==> src/rtl/gpio_pkg.sv <==
// Shared constants for the GPIO input block: register indices and default debounce length.
package gpio_pkg;

    localparam int GPIO_DEB_CYCLES = 48000;

    localparam logic [1:0] GPIO_REG_DATA = 2'd0;
    localparam logic [1:0] GPIO_REG_RISE = 2'd1;
    localparam logic [1:0] GPIO_REG_FALL = 2'd2;
    localparam logic [1:0] GPIO_REG_MASK = 2'd3;

endpackage

==> src/rtl/gpio_debounce.sv <==
// One GPIO input bit: 2-flop synchronizer, per-bit debounce counter, debounced level.
// Pad-to-level latency is 2 + DEB_CYCLES cycles; rise_o/fall_o pulse on the cycle the level updates.
module gpio_debounce
    import gpio_pkg::*;
#(
    parameter int   DEB_CYCLES = GPIO_DEB_CYCLES,
    parameter int   DEB_W      = 16,
    parameter logic INIT_BIT   = 1'b1
) (
    input  logic clk,
    input  logic rst_n,
    input  logic pad_i,
    output logic level_o,
    output logic rise_o,
    output logic fall_o
);

    localparam logic [DEB_W-1:0] CNT_LAST = DEB_W'(DEB_CYCLES - 1);
    localparam logic [DEB_W-1:0] CNT_MAX  = {DEB_W{1'b1}};

    logic             s1_q, s1_d;
    logic             s2_q, s2_d;
    logic             level_q, level_d;
    logic [DEB_W-1:0] cnt_q, cnt_d;
    logic             accept;

    always_comb begin
        s1_d    = pad_i;
        s2_d    = s1_q;
        cnt_d   = cnt_q;
        level_d = level_q;
        accept  = 1'b0;
        if (s2_q == level_q) begin
            cnt_d = '0;
        end else if (cnt_q == CNT_LAST) begin
            accept  = 1'b1;
            level_d = s2_q;
            cnt_d   = '0;
        end else if (cnt_q != CNT_MAX) begin
            cnt_d = cnt_q + 1'b1;
        end
    end

    always_ff @(posedge clk) begin
        if (!rst_n) begin
            s1_q    <= INIT_BIT;
            s2_q    <= INIT_BIT;
            level_q <= INIT_BIT;
            cnt_q   <= '0;
        end else begin
            s1_q    <= s1_d;
            s2_q    <= s2_d;
            level_q <= level_d;
            cnt_q   <= cnt_d;
        end
    end

    assign level_o = level_q;
    assign rise_o  = accept & s2_q;
    assign fall_o  = accept & ~s2_q;

endmodule

==> src/rtl/gpio_in.sv <==
// Debounced GPIO inputs with sticky rise/fall pending bits behind a valid/ready register bus.
// Each access completes one cycle after bus_valid is sampled; GPIO_IN_IRQ_EN adds MASK and irq.
module gpio_in
    import gpio_pkg::*;
#(
    parameter int               WIDTH      = 8,
    parameter int               DEB_CYCLES = GPIO_DEB_CYCLES,
    parameter int               DEB_W      = 16,
    parameter logic [WIDTH-1:0] INIT_LEVEL = {WIDTH{1'b1}}
) (
    input  logic             clk,
    input  logic             rst_n,
    input  logic [WIDTH-1:0] gpio_i,
    input  logic             bus_valid,
    input  logic             bus_we,
    input  logic [1:0]       bus_addr,
    input  logic [WIDTH-1:0] bus_wdata,
    output logic [WIDTH-1:0] bus_rdata,
    output logic             bus_ready,
    output logic             irq
);

    logic [WIDTH-1:0] level;
    logic [WIDTH-1:0] rise_evt;
    logic [WIDTH-1:0] fall_evt;

    for (genvar i = 0; i < WIDTH; i++) begin : g_bit
        gpio_debounce #(
            .DEB_CYCLES (DEB_CYCLES),
            .DEB_W      (DEB_W),
            .INIT_BIT   (INIT_LEVEL[i])
        ) u_deb (
            .clk     (clk),
            .rst_n   (rst_n),
            .pad_i   (gpio_i[i]),
            .level_o (level[i]),
            .rise_o  (rise_evt[i]),
            .fall_o  (fall_evt[i])
        );
    end

    logic             ready_q, ready_d;
    logic [WIDTH-1:0] rdata_q, rdata_d;
    logic [WIDTH-1:0] rise_pend_q, rise_pend_d;
    logic [WIDTH-1:0] fall_pend_q, fall_pend_d;
    logic [WIDTH-1:0] irq_mask;
    logic             acc_start;
    logic             wr_en;
    logic [WIDTH-1:0] rise_w1c;
    logic [WIDTH-1:0] fall_w1c;

    // An access is accepted on the cycle it is sampled with ready low; writes land on that same edge.
    always_comb begin
        acc_start = bus_valid & ~ready_q;
        wr_en     = acc_start & bus_we;
        ready_d   = acc_start;
        rise_w1c  = (wr_en && bus_addr == GPIO_REG_RISE) ? bus_wdata : '0;
        fall_w1c  = (wr_en && bus_addr == GPIO_REG_FALL) ? bus_wdata : '0;
        // A new edge takes priority over a simultaneous clear.
        rise_pend_d = (rise_pend_q & ~rise_w1c) | rise_evt;
        fall_pend_d = (fall_pend_q & ~fall_w1c) | fall_evt;
        rdata_d = '0;
        if (acc_start && !bus_we) begin
            case (bus_addr)
                GPIO_REG_DATA: rdata_d = level;
                GPIO_REG_RISE: rdata_d = rise_pend_q;
                GPIO_REG_FALL: rdata_d = fall_pend_q;
                default:       rdata_d = irq_mask;
            endcase
        end
    end

    always_ff @(posedge clk) begin
        if (!rst_n) begin
            ready_q     <= 1'b0;
            rdata_q     <= '0;
            rise_pend_q <= '0;
            fall_pend_q <= '0;
        end else begin
            ready_q     <= ready_d;
            rdata_q     <= rdata_d;
            rise_pend_q <= rise_pend_d;
            fall_pend_q <= fall_pend_d;
        end
    end

    assign bus_ready = ready_q;
    assign bus_rdata = rdata_q;

`ifdef GPIO_IN_IRQ_EN
    logic [WIDTH-1:0] irq_mask_q, irq_mask_d;
    logic             irq_q, irq_d;

    always_comb begin
        irq_mask_d = irq_mask_q;
        if (wr_en && bus_addr == GPIO_REG_MASK) begin
            irq_mask_d = bus_wdata;
        end
        irq_d = |((rise_pend_q | fall_pend_q) & irq_mask_q);
    end

    always_ff @(posedge clk) begin
        if (!rst_n) begin
            irq_mask_q <= '0;
            irq_q      <= 1'b0;
        end else begin
            irq_mask_q <= irq_mask_d;
            irq_q      <= irq_d;
        end
    end

    assign irq_mask = irq_mask_q;
    assign irq      = irq_q;
`else
    assign irq_mask = '0;
    assign irq      = 1'b0;
`endif

endmodule

==> config.mk <==
export PLATFORM = sky130hd
export DESIGN_NAME = gpio_in
export DESIGN_NICKNAME = d
export VERILOG_FILES = /design/src/rtl/gpio_pkg.sv /design/src/rtl/gpio_debounce.sv /design/src/rtl/gpio_in.sv
export SDC_FILE = /design/constraint.sdc
export NUM_CORES = 1
export LEC_CHECK = 0
export CAP_MARGIN = 20
export CORE_UTILIZATION = 64
export CTS_CLUSTER_DIAMETER = 30
export DETAILED_ROUTE_END_ITERATION = 10
export DONT_BUFFER_PORTS = 1
export PLACE_DENSITY = 0.79
export SYNTH_ARGS = -nofsm -noshare
export SYNTH_HDL_FRONTEND = slang
export SYNTH_SLANG_ARGS = --single-unit
export TNS_END_PERCENT = 100
==> constraint.sdc <==
create_clock -name clk -period 2.3 [get_ports clk]
set_clock_uncertainty 0.1 [all_clocks]
set_input_delay 0.46 -clock clk [delete_from_list [all_inputs] [get_ports clk]]
set_output_delay 0.46 -clock clk [all_outputs]
set_load 0.1 [all_outputs]
==> notes.md <==
The layout was made with Yosys and OpenROAD.

The critical path runs through a total of 5 cells. The relative area of non-clock buffer cells in the final design is under 10%. The cell taking the most area after synthesis is dfxtp_1. The iteration count recorded for the first detailed-route pass is 5. The H-tree depth reported by CTS is 4. The root buffer cell chosen for the clock tree is clkbuf_16. The xor/xnor cell area share of the yosys netlist is under 10%. The number of hold buffers added after CTS was 2.

The highest supply drop recorded on VDD is about 0.66 mV. The final standard cell count with taps included and fillers excluded is approximately 1,200. The net count of the finished layout is about 1,100. The TritonCTS sink count is 177.

Setup repair after global routing left no endpoint under its margin. The commonest non-fill, non-tap cell in the layout is dfxtp_1. According to the cell report, flip-flops and latches in the layout number about 180. The post-synthesis chip area from yosys is 8610 um2.

The maximum clock insertion buffer count is 2. The delay of the slowest cell on the worst path is ~0.7 ns. The start point of the worst hold path is rst_n. The category of the critical setup timing path is reg -> reg. 0 antenna diodes ended up in the layout. The post-detailed-placement half-perimeter wirelength is 12,400 um. The overall die width is ~120 um. Per the run summary, max-cap violations total 0. The first-pass GRT wire length is 31,800 um. Yosys mapped a number of flops with a built-in enable equal to 0. The final period demand of the worst path is 2.13 ns.

The count of cells along the worst register-to-register path is 5. Tracing the worst setup path back leads to its startpoint at g_bit[4].u_deb.cnt_q[1]. Per the area breakdown, the dominant cell category is multi-input combinational cells. In this design, the largest share of critical-path delay is due to simple AND/OR/NAND/NOR gates. The flow ran to the end, and the final reports show no timing, DRC or antenna violations. The netlist area before placement is between 8000 and 9000 um2.

Sorting the synthesized cells by how often they occur yields dfxtp_1 (177), a21oi_1 (77), nor2_1 (66), nand2_1 (65), nand3_1 (62). The worst path uses roughly 93% of the clock period. The dominant register cell is dfxtp_1.

The capturing element of the worst setup path is g_bit[4].u_deb.cnt_q[13]. The post-synthesis simple-gate area fraction is between 30% and 40%.
-- metal layers --
layer	wire length, um	vias to the layer above
met5	0	-
met4	255	0
met3	791	25
met2	8870	151
met1	8670	3506
li1	-	3863
-- report_power, final --
part / total (mW) / leakage, nW / switching, mW / internal (mW)
Sequential: 3.10 / 1.43 / 0.0134 / 3.08
Clock: 2.83 / 0.281 / 1.20 / 1.63
Combinational: 0.136 / 1.21 / 0.0862 / 0.0497
-- registers in the layout, indices dropped and copies added (netlist names) --
name and count:
bus_rdata 8, g_bit.u_deb.s2_q 8, g_bit.u_deb.level_o 8, bus_ready 1
g_bit.u_deb.cnt_q 128, fall_pend_q 8, g_bit.u_deb.s1_q 8, rise_pend_q 8
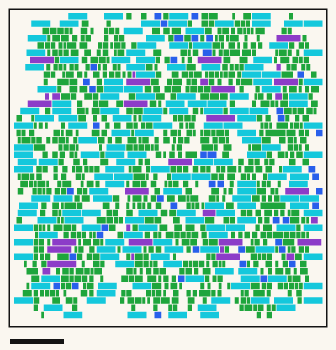
Fig. 1. Cells coloured by class.
Bar = 20 um.
remaining logic cells: in green, cells 795, share of their area 52%. registers: in cyan, cells 177, share of their area 38%. clock drivers and dummy loads: in purple, cells 32, share of their area 6.2%. remaining buffers and delay cells: in blue, cells 43, share of their area 3.5%.
Rows: 42
floorplan core area: 13,200 um2
post-layout instance area: 9550 um2
Seq/total area: 37.1%

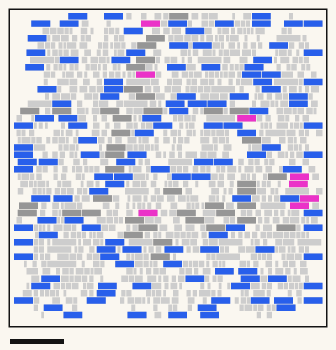
Fig. 2. Where the registers sit.
Bar = 20 um.
bus_rdata: in magenta, flops 8. g_bit.u_deb.cnt_q: in blue, flops 128, where all over the die.
Another 41 sequential cells are not coloured.

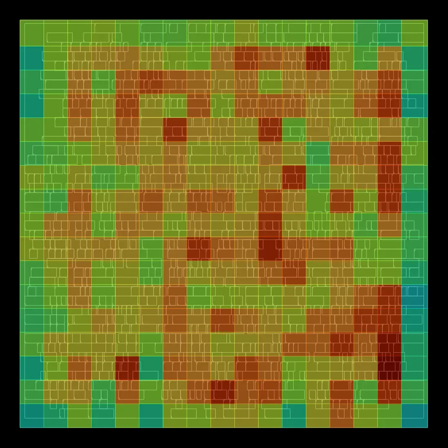
Fig. 3. Track usage over the die.
mean routed wirelength per cell: 15.2 um
utilization after layout: 72.4%
met3 layer usage reported by global route: 6.20%
GRT Total Usage: 27.7%
met1 Track Usage GR: 36.3%

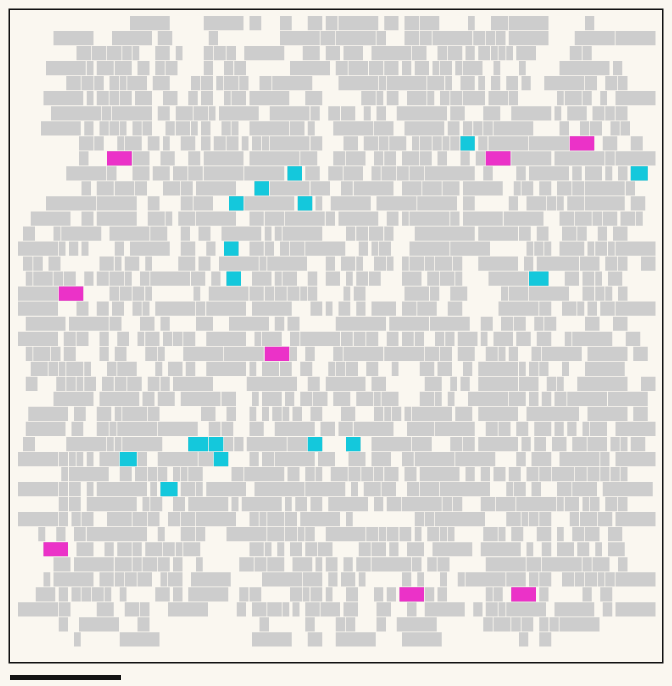
Fig. 4. Selected gate families.
Bar = 20 um.
non-inverting ao/oa cells: in cyan, cells 16, most used o21a_1. fa/ha/maj cells: in magenta, cells 8, most used ha_1, where all over the die.

Power is estimated from default activity; no workload was simulated.
